## config.mk

```make
export PLATFORM = sky130hd
export DESIGN_NAME = axis_pixel_unpacker
export DESIGN_NICKNAME = d
export VERILOG_FILES = /design/src/rtl/video_stream_pkg.sv /design/src/rtl/unpacker_xy_counter.sv /design/src/rtl/axis_pixel_unpacker.sv
export SDC_FILE = /design/constraint.sdc
export NUM_CORES = 1
export LEC_CHECK = 0
export CORE_ASPECT_RATIO = 1.5
export CORE_UTILIZATION = 30
export DETAILED_ROUTE_END_ITERATION = 8
export DONT_BUFFER_PORTS = 1
export PLACE_DENSITY = 0.45
export SLEW_MARGIN = 20
export SYNTH_ARGS = -nofsm -noshare
export SYNTH_HDL_FRONTEND = slang
export SYNTH_SLANG_ARGS = --single-unit
export TNS_END_PERCENT = 10
```

## constraint.sdc

```tcl
create_clock -name aclk -period 2.24 [get_ports aclk]
set_input_delay 0.448 -clock aclk [delete_from_list [all_inputs] [get_ports aclk]]
set_output_delay 0.448 -clock aclk [all_outputs]
set_load 0.1 [all_outputs]
```

## src/rtl/video_stream_pkg.sv

```systemverilog
// Shared types and defaults for the packed 24-bit RGB video stream.
package video_stream_pkg;

   localparam int X_SIZE_DEF = 640;
   localparam int Y_SIZE_DEF = 480;
   localparam int X_W        = 10;
   localparam int Y_W        = 9;

   typedef enum logic [1:0] {P0, P1, P2, P3} phase_t;

   // r is the first byte on the wire, so it occupies the low byte
   typedef struct packed {
      logic [7:0] b;
      logic [7:0] g;
      logic [7:0] r;
   } rgb_t;

   function automatic phase_t next_phase(input phase_t p);
      case (p)
         P0:      return P1;
         P1:      return P2;
         P2:      return P3;
         default: return P0;
      endcase
   endfunction

endpackage

```

## src/rtl/unpacker_xy_counter.sv

```systemverilog
// Pixel coordinate counter with advance and synchronous clear; flags describe
// the coordinate the next loaded pixel will carry.
module unpacker_xy_counter
   import video_stream_pkg::*;
#(
   parameter int X_SIZE = X_SIZE_DEF,
   parameter int Y_SIZE = Y_SIZE_DEF
) (
   input  logic           aclk,
   input  logic           aresetn,
   input  logic           adv,
   input  logic           clr,
   output logic [X_W-1:0] x,
   output logic [Y_W-1:0] y,
   output logic           sof,
   output logic           eol,
   output logic           eof
);

   always_ff @(posedge aclk or negedge aresetn) begin
      if (!aresetn) begin
         x <= '0;
         y <= '0;
      end else if (clr) begin
         // a clear that coincides with a load means (0,0) was just used
         x <= adv ? X_W'(1) : '0;
         y <= '0;
      end else if (adv) begin
         if (x == X_W'(X_SIZE - 1)) begin
            x <= '0;
            y <= (y == Y_W'(Y_SIZE - 1)) ? '0 : y + 1'b1;
         end else begin
            x <= x + 1'b1;
         end
      end
   end

   assign sof = (x == '0) && (y == '0);
   assign eol = (x == X_W'(X_SIZE - 1));
   assign eof = eol && (y == Y_W'(Y_SIZE - 1));

endmodule

```

## src/rtl/axis_pixel_unpacker.sv

```systemverilog
// Unpacks a byte-serial 32-bit RGB stream into one pixel per transfer.
// Framing checks and resynchronisation are built only with UNPACKER_CHECK_EN.
module axis_pixel_unpacker
   import video_stream_pkg::*;
#(
   parameter int X_SIZE = X_SIZE_DEF,
   parameter int Y_SIZE = Y_SIZE_DEF
) (
   input  logic           aclk,
   input  logic           aresetn,
   input  logic [31:0]    in_stream_tdata,
   input  logic [3:0]     in_stream_tkeep,
   input  logic           in_stream_tlast,
   input  logic           in_stream_tuser,
   input  logic           in_stream_tvalid,
   output logic           in_stream_tready,
   output logic [7:0]     pix_r,
   output logic [7:0]     pix_g,
   output logic [7:0]     pix_b,
   output logic [X_W-1:0] pix_x,
   output logic [Y_W-1:0] pix_y,
   output logic           pix_sof,
   output logic           pix_eol,
   output logic           pix_eof,
   output logic           pix_valid,
   input  logic           pix_ready,
   output logic           err_sof,
   output logic           err_eol
);

   phase_t         phase, eff_phase;
   rgb_t           pix, pix_d;
   logic [23:0]    held, held_d;
   logic           ready_en, out_free, hs, load, resync;
   logic [X_W-1:0] cnt_x, eff_x;
   logic [Y_W-1:0] cnt_y, eff_y;
   logic           c_sof, c_eol, c_eof;

   assign out_free         = !pix_valid || pix_ready;
   assign in_stream_tready = ready_en && (phase != P3) && out_free;
   assign hs               = in_stream_tvalid && in_stream_tready;
   assign load             = out_free && ((phase == P3) || hs);

   unpacker_xy_counter #(.X_SIZE(X_SIZE), .Y_SIZE(Y_SIZE)) u_xy (
      .aclk    (aclk),
      .aresetn (aresetn),
      .adv     (load),
      .clr     (resync),
      .x       (cnt_x),
      .y       (cnt_y),
      .sof     (c_sof),
      .eol     (c_eol),
      .eof     (c_eof)
   );

   // a resynchronising word is decoded as w0 of pixel (0,0)
   assign eff_phase = resync ? P0 : phase;
   assign eff_x     = resync ? '0 : cnt_x;
   assign eff_y     = resync ? '0 : cnt_y;

`ifdef UNPACKER_CHECK_EN
   logic at_origin, exp_last, unused_keep;

   assign at_origin   = (phase == P0) && c_sof;
   assign resync      = hs && in_stream_tuser && !at_origin;
   assign exp_last    = (eff_phase == P2) && (eff_x == X_W'(X_SIZE - 2));
   assign unused_keep = ^in_stream_tkeep;

   always_ff @(posedge aclk or negedge aresetn) begin
      if (!aresetn) begin
         err_sof <= 1'b0;
         err_eol <= 1'b0;
      end else begin
         if (hs && (in_stream_tuser != at_origin)) err_sof <= 1'b1;
         if (hs && (in_stream_tlast != exp_last))  err_eol <= 1'b1;
      end
   end
`else
   logic unused_framing;

   assign resync         = 1'b0;
   assign err_sof        = 1'b0;
   assign err_eol        = 1'b0;
   assign unused_framing = ^{in_stream_tkeep, in_stream_tlast, in_stream_tuser};
`endif

   // NOTE: every output of a combinational block gets a default first so no latch is inferred.
   always_comb begin
      pix_d  = held;
      held_d = held;
      case (eff_phase)
         P0: begin
            pix_d  = in_stream_tdata[23:0];
            held_d = {16'h0, in_stream_tdata[31:24]};
         end
         P1: begin
            pix_d  = {in_stream_tdata[15:0], held[7:0]};
            held_d = {8'h0, in_stream_tdata[31:16]};
         end
         P2: begin
            pix_d  = {in_stream_tdata[7:0], held[15:0]};
            held_d = in_stream_tdata[31:8];
         end
         default: ;
      endcase
   end

   // NOTE: state is updated with non-blocking assignments so all flops see pre-edge values.
   always_ff @(posedge aclk or negedge aresetn) begin
      if (!aresetn) begin
         ready_en  <= 1'b0;
         phase     <= P0;
         held      <= '0;
         pix       <= '0;
         pix_valid <= 1'b0;
         pix_x     <= '0;
         pix_y     <= '0;
         pix_sof   <= 1'b0;
         pix_eol   <= 1'b0;
         pix_eof   <= 1'b0;
      end else begin
         ready_en <= 1'b1;
         if (load) begin
            phase     <= next_phase(eff_phase);
            held      <= held_d;
            pix       <= pix_d;
            pix_valid <= 1'b1;
            pix_x     <= eff_x;
            pix_y     <= eff_y;
            pix_sof   <= resync || c_sof;
            pix_eol   <= !resync && c_eol;
            pix_eof   <= !resync && c_eof;
         end else if (pix_ready) begin
            pix_valid <= 1'b0;
         end
      end
   end

   assign pix_r = pix.r;
   assign pix_g = pix.g;
   assign pix_b = pix.b;

endmodule

```

### Clock wiring as the flow saved it, run 1

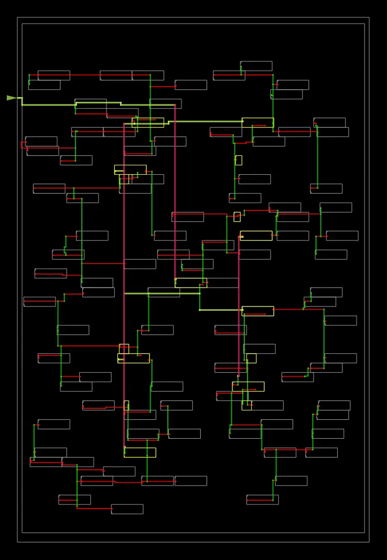
flop count: 93
Clk. pwr: 1430 uW
clk ins delay skew pair: 350 ps

### Selected gate families, run 1

(2 px per micron)
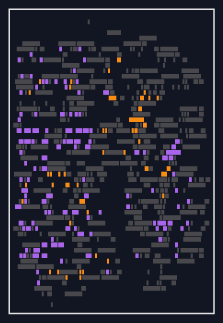
Orange marks nor cells, cells 45. Purple marks aoi and oai cells, cells 116.
Finished Layout Cells: 721
most used logic cell in the final layout: nand2_1
logic share of the area: 36.4%

### Routed metal, one color a layer, run 1

(3 px per micron)
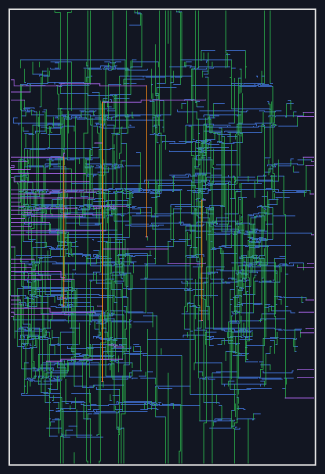
Green marks M2, wire length 6720 microns. Purple marks M3, wire length 700 microns. Blue marks M1, wire length 4670 microns. Orange marks M4, wire length 233 microns.
DR vias: 3607
Overall Global Routing Usage: 17.4%
Routed WL per cell: 17.1 microns
WL final: 12.3 mm

### Supply network, run 1

(2 px per micron) Pins as bars on the die edge.
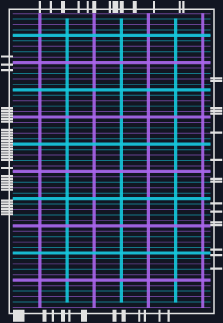
Purple marks VSS. Cyan marks VDD.
10 straps on met5. 92 signal pins sit on the boundary. 7 straps on met4. 55 met1 rails follow the rows.
Peak VDD IR: 571 uV
Die H: 151 microns
die x size: 102 microns
core area: 14500 sq um

==> results.json, run 1 <==
{
  "status": "complete, but fails checks",
  "violations": "negative hold slack",
  "mux_area_share_pct": 0.448,
  "cpPeakStageDelay_ps": 410,
  "tritoncts": "done",
  "drt_iter0_drc": 193,
  "simple_gate_share_pct": 19.3,
  "finalHoldViolations": 93,
  "ys_async_sr_fraction_pct": 100,
  "worstSetupStartpointType": "register",
  "netlist_instances": 485,
  "hpwl_mm": 8.89,
  "finalClockPeriodUsage_pct": 93.7,
  "synthAoiAreaFrac_pct": 19.0,
  "grt_use_met1_pct": 18.9,
  "crit_slowest_cell": "dfrtp_1",
  "cts_setup_buffers": 0,
  "xor_share_pct": 1.77,
  "antenna_cells": 0,
  "crit_family": "flip-flops",
  "pin_count": 92,
  "crit_buf_inv": 2,
  "crit_start": "eff_phase[0]",
  "root_buffer": "clkbuf_16",
  "post_cts_resized": 1,
  "cts_made_buffers": 9,
  "drv_slew": 0,
  "endpoint_kind": "output port",
  "min_period_ps": 2100,
  "htree_levels": 3,
  "drc": 0,
  "avgSynthCellArea_sq_um": 9.21,
  "tightest_slew_ps": 761,
  "cp_max_fo": 11,
  "fin_area_sq_um": 5310,
  "ant_nets": 0,
  "syn_to_final_growth_pct": 18.9,
  "clkTransAtPathRegs_ps": 70,
  "drive_above_1_share_pct": 17.3,
  "power_leakage_uw": 0.00239,
  "wl_met2_mm": 6.72,
  "fa_ha_area_share_pct": 2.24,
  "cp.required_ps": 1790,
  "crit_type": "register to output port",
  "clock_path_buffers": 2,
  "nets": 570,
  "final_cell_mix": "nand2_1 (120), dfrtp_1 (93), buf_4 (61), o21ai_0 (59), nor2_1 (33)",
  "grt_pass1_wl_mm": 19.9,
  "synth.yosys.seq_area_share_pct": 52.1,
  "grt_pass1_vias": 3644,
  "use_met3_pct": 4.29,
  "powerDensity_nw_per_um2": 1650,
  "dr_wl_met3_microns": 699,
  "synthFlopType": "dfrtp_1",
  "yosysChipArea_sq_um": 4470,
  "cp.arrival_ps": 1650,
  "yosys_cells": 485,
  "edf_count": 0,
  "syn_area_sq_um": 4470,
  "warning_count": 39,
  "synth_flop_count": 93,
  "io_buffer_count": 0,
  "ys_top_logic_family": "simple AND/OR/NAND/NOR gates",
  "r2r-start": "eff_phase[0]",
  "ys_types": 50,
  "max_cap_violations": 0,
  "nFillCells": 1530,
  "use_met2_pct": 31.8,
  "fin_skew_ps": 7.57,
  "first_pass_iters": 6,
  "ff_latch_area_sq_um": 2330,
  "holdWs_ps": -210,
  "path_cells": "ha_2 -> buf_4 -> nor2_1 -> and2_2 -> buf_12",
  "rows": 54,
  "grt_busiest_layer": "met2",
  "clock_sinks": 93,
  "power_uw": 8780,
  "place_congestion": 0.868,
  "max_freq_ghz": 0.477,
  "logic_area_sq_um": 1930,
  "grt_max_degree": 94,
  "wl_met1_mm": 4.67,
  "final.setup.tns_ps": 0,
  "highest_layer": "met4"
}
run 1: worst paths after layout:
path | end | slack (ps) | cells after the start
worst max register to register | pix_r[0] | 250 | 5
min in group aclk | held[19] | 230 | 2
worst min register to register | pix_y[4] | 470 | 2
worst max-delay path | in_stream_tready | 140 | 5
max in group asynchronous | held[11] | 2330 | 0
worst min-delay path | pix_g[7] | -210 | 0
run 1: flip-flops by register name (all words and copies together), names as in the netlist:
register,cells
pix_b,8
pix_g,8
u_xy.x,10
pix_sof,1
pix_valid,1
pix_r,8
pix_x,10
eff_phase,2
held,24
pix_eof,1
u_xy.y,9
pix_y,9
pix_eol,1
ready_en,1
run 1: layout make-up:
type | count | share of cell area (%)
tap | 196 | 4.62
clock inverter | 6 | 0.754
sequential | 93 | 43.8
inverter | 10 | 0.707
multi-input combinational | 343 | 36.4
timing repair buffer | 63 | 9.38
clock buffer | 10 | 4.31
run 1: per-stage QoR:
step	std cells	worst slack, ps
detailed placement	705	23.4
CTS	721	57.0
finish	721	142
global placement	705	-121
global route	721	38.7
floorplan	486	27.1
run 1: Yosys cell counts, types with 4 or more instances:
library cell | count | share of area, %
ha_1 | 8 | 2.2
a221oi_1 | 8 | 1.6
nand2_1 | 120 | 10
nand3_1 | 10 | 1.1
o21ai_0 | 59 | 6.6
inv_1 | 10 | 0.84
a21oi_1 | 8 | 0.90
xnor2_1 | 8 | 1.6
a22oi_1 | 8 | 1.3
clkbuf_1 | 26 | 2.2
buf_4 | 4 | 0.67
a222oi_1 | 16 | 3.6
nor4_1 | 4 | 0.56
nor2_1 | 34 | 2.9
o31ai_1 | 5 | 0.84
buf_1 | 5 | 0.42
a22o_1 | 8 | 1.6
dfrtp_1 | 93 | 52
run 1: power by group:
part,switching [uW],internal (uW),total (uW)
logic,3670,1200,4870
clock network,683,749,1430
registers,265,2210,2480
## Run 2: what changed since run 1
--- a/config.mk
+++ b/config.mk
@@ -10,6 +10,7 @@
 export DETAILED_ROUTE_END_ITERATION = 8
 export DONT_BUFFER_PORTS = 1
 export PLACE_DENSITY = 0.45
+export SKIP_LAST_GASP = 1
 export SLEW_MARGIN = 20
 export SYNTH_ARGS = -nofsm -noshare
 export SYNTH_HDL_FRONTEND = slang
==> run 2 against run 1 <==
The flow still finishes with violations (negative hold slack); clock power is essentially flat; count of clock-buffer cells in the layout did not move; worst hold slack is the same; sequential share of layout area unchanged; setup slack did not move; via count unchanged; design area unchanged; routed wire length unchanged; non-clock buffer count stayed put; synthesized area stayed put; critical path type unchanged; critical endpoint unchanged; highest routed layer unchanged.
==> results.json, run 2 <==
{
  "seq_power_share_pct": 28.2,
  "hpwl_mm": 8.89,
  "most_common_cell": "nand2_1",
  "status": "complete, but fails checks",
  "peakVddDrop_uv": 571,
  "dp_cells": 705,
  "layout_top_cell": "nand2_1",
  "finalHoldViolations": 93,
  "comb-power_uw": 4870,
  "rows": 54,
  "fin_ws_ps": 142,
  "worstSetupStartpointType": "register",
  "drv_slew": 0,
  "yosys_cells": 485,
  "crit_type": "register to output port",
  "netlist_instances": 485,
  "use_met3_pct": 4.29,
  "powerDensity_nw_per_um2": 1650,
  "power_leakage_uw": 0.00239,
  "max_cap_violations": 0,
  "drt_iter0_drc": 193,
  "synth_flop_count": 93,
  "grt_pass1_wl_mm": 19.9,
  "vias": 3607,
  "endpoint_kind": "output port",
  "p_sw_uw": 4610,
  "internal_power_uw": 4170,
  "clk_latency_ps": 350,
  "largest_reg_flops": 24,
  "place_ws_ps": 23.4,
  "reg_top3": "held: 24 flops, pix_x: 10 flops, u_xy.x: 10 flops",
  "ys_types": 50,
  "clock_path_buffers": 2,
  "die_h_microns": 151,
  "cts_setup_buffers": 0,
  "fin_area_sq_um": 5310,
  "edf_count": 0,
  "coreArea_sq_um": 14500,
  "regMostFlops": "held",
  "io_buffer_count": 0,
  "wl_per_cell_microns": 17.1,
  "finalClockPeriodUsage_pct": 93.7,
  "yosysChipArea_sq_um": 4470,
  "min_period_ps": 2100,
  "violations": "negative hold slack",
  "synthTopCellsByCount": "nand2_1 (120), dfrtp_1 (93), o21ai_0 (59), nor2_1 (34), clkbuf_1 (26)",
  "clock_sinks": 93,
  "tritoncts": "done",
  "syn_to_final_growth_pct": 18.9,
  "root_buffer": "clkbuf_16",
  "place_congestion": 0.868,
  "cp_max_fo": 11,
  "antenna_cells": 0,
  "cts_made_buffers": 9,
  "clk-power_uw": 1430,
  "first_pass_iters": 6,
  "stdcell_count": 721,
  "max_freq_ghz": 0.477,
  "swShare_pct": 52.6,
  "maxPowerGroup": "combinational logic",
  "clkTransAtPathRegs_ps": 70,
  "synth.yosys.seq_area_share_pct": 52.1,
  "holdWs_ps": -210,
  "ys_top_cells_by_area": "dfrtp_1 (52%), nand2_1 (10%), o21ai_0 (6.6%), a222oi_1 (3.6%), nor2_1 (2.9%)",
  "avgSynthCellArea_sq_um": 9.21,
  "use_met2_pct": 31.8,
  "pin_count": 92,
  "ant_nets": 0,
  "power_uw": 8780,
  "ys_async_sr_fraction_pct": 100,
  "totalWireLength_mm": 12.3,
  "comb_power_share_pct": 55.5,
  "grt_max_degree": 94
}
==> run 2: cell counts in the layout (fill, tap and decap cells not counted) <==
No cell type changed its count.
==> run 2: cells by family after synthesis <==
family	synth area share, %
buf+inv	4.96
xor+xnor	1.77
flops	52.1
mux	0.448
compound gates	19.0
other cells	0.168
fa+ha+maj	2.24
simple gates	19.3
==> run 2: final timing paths <==
check	from	to	slack, ps	cells after the start
worst max register to register	eff_phase[0]	pix_r[0]	250	5
min in group aclk	in_stream_tdata[27]	held[19]	230	2
worst min-delay path	aresetn	pix_g[7]	-210	0
worst min register to register	pix_y[4]	pix_y[4]	470	2
max in group asynchronous	aresetn	held[11]	2330	0
worst max-delay path	eff_phase[0]	in_stream_tready	140	5
==> run 2: worst max-delay path, cell delays in order, from the launching register on <==
cell     delay (ps)
dfrtp_1         410
ha_2            230
buf_4           180
nor2_1          130
and2_2          180
buf_12          170
==> run 2: layout make-up <==
| cell class | count | area [sq um] |
|---|---|---|
| clock buffers | 10 | 229 |
| clock inverters | 6 | 40.0 |
| fillers | 1530 | 9220 |
| inverters | 10 | 37.5 |
| multi-input cells | 343 | 1930 |
| flip-flops and latches | 93 | 2330 |
| well taps | 196 | 245 |
| repair buffers | 63 | 498 |
==> run 2: metal layers <==
| layer | wire, microns | vias up |
|---|---|---|
| li1 | - | 1757 |
| met3 | 699 | 12 |
| met4 | 233 | 0 |
| met5 | 0 | - |
| met2 | 6720 | 89 |
| met1 | 4670 | 1749 |
==> run 2: repair_timing <==
item	4_1_cts	5_1_grt
setup endpoints to repair	1	1
hold endpoints to repair	93	93
gates resized	1	1
### Clock distribution, run 2

(2 px per micron)
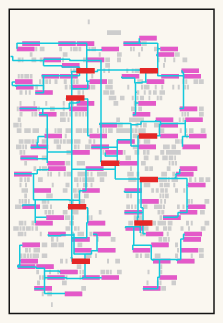
Magenta marks flip-flops, count 93. Red marks clock-net drivers, count 9. Cyan marks clock wires, length 1350 microns.
There are 10 routed clock nets. Position of the flops: all over the die.
skew final: 7.57 ps
Clock Power Share: 16.3%

### Routed metal, one color a layer, run 2

(3 px per micron)
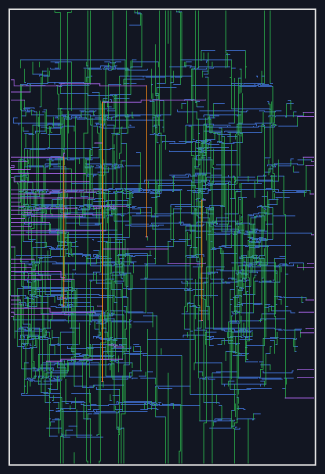
Blue marks M1, wire length 4670 microns. Purple marks M3, wire length 700 microns. Green marks M2, wire length 6720 microns. Orange marks M4, wire length 233 microns.

## Run 3: what changed since run 2
--- a/config.mk
+++ b/config.mk
@@ -5,10 +5,11 @@
 export SDC_FILE = /design/constraint.sdc
 export NUM_CORES = 1
 export LEC_CHECK = 0
-export CORE_ASPECT_RATIO = 1.5
+export CORE_ASPECT_RATIO = 0.8
 export CORE_UTILIZATION = 30
 export DETAILED_ROUTE_END_ITERATION = 8
 export DONT_BUFFER_PORTS = 1
+export GPL_TIMING_DRIVEN = 0
 export PLACE_DENSITY = 0.45
 export SKIP_LAST_GASP = 1
 export SLEW_MARGIN = 20
==> run 3 against run 2 <==
The flow finishes with violations (design-rule violations, negative hold slack); register-to-register slack lost 220 ps; count of clock-buffer cells in the layout increased by 3; total power increased by 1.2%; sequential power rose by 87%; sequential share of layout area is 1.7 points higher; routed wire length grew 12%; worst hold slack improved by 1.1 ps; largest power group is now sequential cells; sequential cell count unchanged; largest cell class unchanged; highest routed layer unchanged; global-route usage rose by 1.5 points; final cell count is 4.9% lower.
==> results.json, run 3 <==
{
  "status": "complete, but fails checks",
  "violations": "design-rule violations, negative hold slack",
  "internal_power_uw": 4130,
  "max_freq_ghz": 0.452,
  "stdcell_count": 686,
  "place_ws_ps": -409,
  "clock_path_buffers": 2,
  "clkTransAtPathRegs_ps": 60,
  "cp_common_cell": "clkbuf_1",
  "clk_latency_ps": 350,
  "synthFlopType": "dfrtp_1",
  "ys_types": 50,
  "netlist_instances": 485,
  "nFillCells": 1470,
  "grt_max_degree": 94,
  "drv_slew": 0,
  "yosys_cells": 485,
  "drc": 14,
  "min_period_ps": 2210,
  "clock_sinks": 93,
  "comb_power_share_pct": 28.2,
  "path_cells": "inv_1 -> ha_1 -> clkbuf_1 -> or2_2 -> clkbuf_1 -> a222oi_1 -> o21ai_0",
  "ys_top_cells_by_area": "dfrtp_1 (52%), nand2_1 (10%), o21ai_0 (6.6%), a222oi_1 (3.6%), nor2_1 (2.9%)",
  "hpwl_mm": 9.61,
  "synth.yosys.seq_area_share_pct": 52.1,
  "use_met3_pct": 5.27,
  "antenna_cells": 0,
  "cpPeakStageDelay_ps": 490,
  "power_uw": 8880,
  "dp_cells": 670,
  "crit_buf_inv": 3,
  "first_pass_iters": 7,
  "tritoncts": "done",
  "worstSetupStartpointType": "register",
  "synth_flop_count": 93,
  "io_buffer_count": 0,
  "finalHoldViolations": 93,
  "regMostFlops": "held",
  "ys_async_sr_fraction_pct": 100,
  "avgSynthCellArea_sq_um": 9.21,
  "cp_max_fo": 8,
  "fin_ws_ps": 25.6,
  "holdWs_ps": -209,
  "root_buffer": "clkbuf_16",
  "cts_made_buffers": 9,
  "power_leakage_uw": 0.00223,
  "powerDensity_nw_per_um2": 1730,
  "clockPowerShare_pct": 19.5,
  "crit_type": "register to register",
  "layout_top_cell": "nand2_1",
  "yosysChipArea_sq_um": 4470,
  "seq_power_share_pct": 52.2,
  "ant_nets": 0,
  "grt_pass1_wl_mm": 22.0,
  "edf_count": 0,
  "place_congestion": 0.845,
  "fin_skew_ps": 5.06,
  "rows": 39,
  "fin_area_sq_um": 5130,
  "crit_slowest_cell": "a222oi_1",
  "most_common_cell": "nand2_1",
  "crit_family": "AND-OR/OR-AND gates",
  "endpoint_kind": "register"
}
[run 3: power by group through the flow]
stage / Combinational, uW / Clock (uW) / Sequential, uW
floorplan: 1700 / 0 / 4510
global placement: 2360 / 0 / 4640
detailed placement: 2380 / 0 / 4650
CTS: 2430 / 1780 / 4620
global route: 2830 / 1860 / 4710
finish: 2510 / 1740 / 4640
[run 3: layer usage]
layer / part of all wire [%] / vias up
met5: 0 / -
met4: 2.0 / 0
met3: 9.4 / 20
met2: 41 / 154
met1: 48 / 1777
li1: - / 1715
[run 3: path summary, 6_finish.rpt]
path | endpoint | cells past startpoint | slack (ps) | startpoint
worst min-delay path | pix_y[3] | 0 | -210 | aresetn
worst max-delay path | pix_g[2] | 7 | 30 | eff_phase[0]
worst max register to register | pix_g[2] | 7 | 30 | eff_phase[0]
worst min register to register | held[22] | 2 | 480 | held[22]
min in group aclk | held[21] | 2 | 240 | in_stream_tdata[29]
max in group asynchronous | pix_valid | 0 | 2270 | aresetn
[run 3: cell type report]
cell class | count | area, sq um | share of cell area (%)
Sequential cell | 93 | 2330 | 45.5
Multi-Input combinational cell | 343 | 1960 | 38.3
Clock buffer | 13 | 280 | 5.47
Timing Repair Buffer | 1 | 7.51 | 0.146
Tap cell | 184 | 230 | 4.49
Buffer | 39 | 210 | 4.10
Clock inverter | 3 | 65.1 | 1.27
Inverter | 10 | 37.5 | 0.732
[run 3: cell families after synthesis]
group / after synthesis / share of synthesized area (%)
mux: 2 / 0.448
fa+ha+maj: 8 / 2.24
flops: 93 / 52.1
buf+inv: 50 / 4.96
simple gates: 195 / 19.3
compound gates: 126 / 19.0
xor+xnor: 9 / 1.77
other cells: 2 / 0.168
[run 3: timing repair]
item,in CTS,in global routing
hold endpoints to repair,93,93
buffers inserted,0,1
setup endpoints to repair,84,62
gates resized,10,19
pin swaps,0,1
### Supply network, run 3

(3 px per micron) Pins as bars on the die edge.
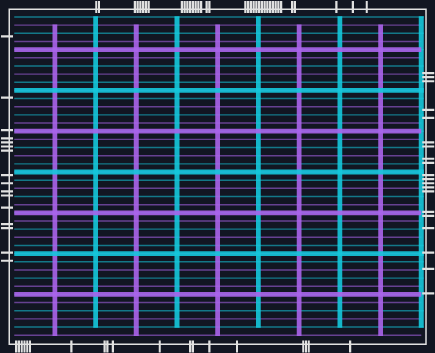
Cyan marks VDD. Purple marks VSS.
92 signal pins sit on the boundary. 7 straps on met5.
core area: 14400 sq um
Die H: 111 microns
die x size: 138 microns
Peak VDD IR: 467 uV

### Routed metal, one color a layer, run 3

(3 px per micron)
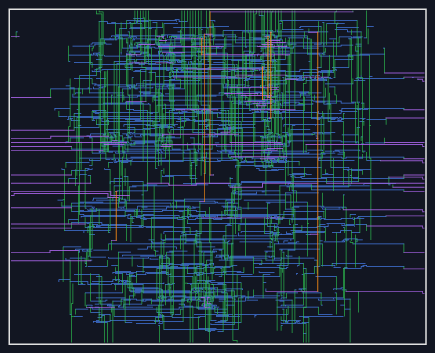
Orange marks M4, wire length 278 microns. Blue marks M1, wire length 6610 microns. Green marks M2, wire length 5650 microns. Purple marks M3, wire length 1300 microns.
Overall Global Routing Usage: 18.9%
WL final: 13.8 mm
Routed WL per cell: 20.2 microns
DR vias: 3666

Power is estimated from default activity; no workload was simulated.
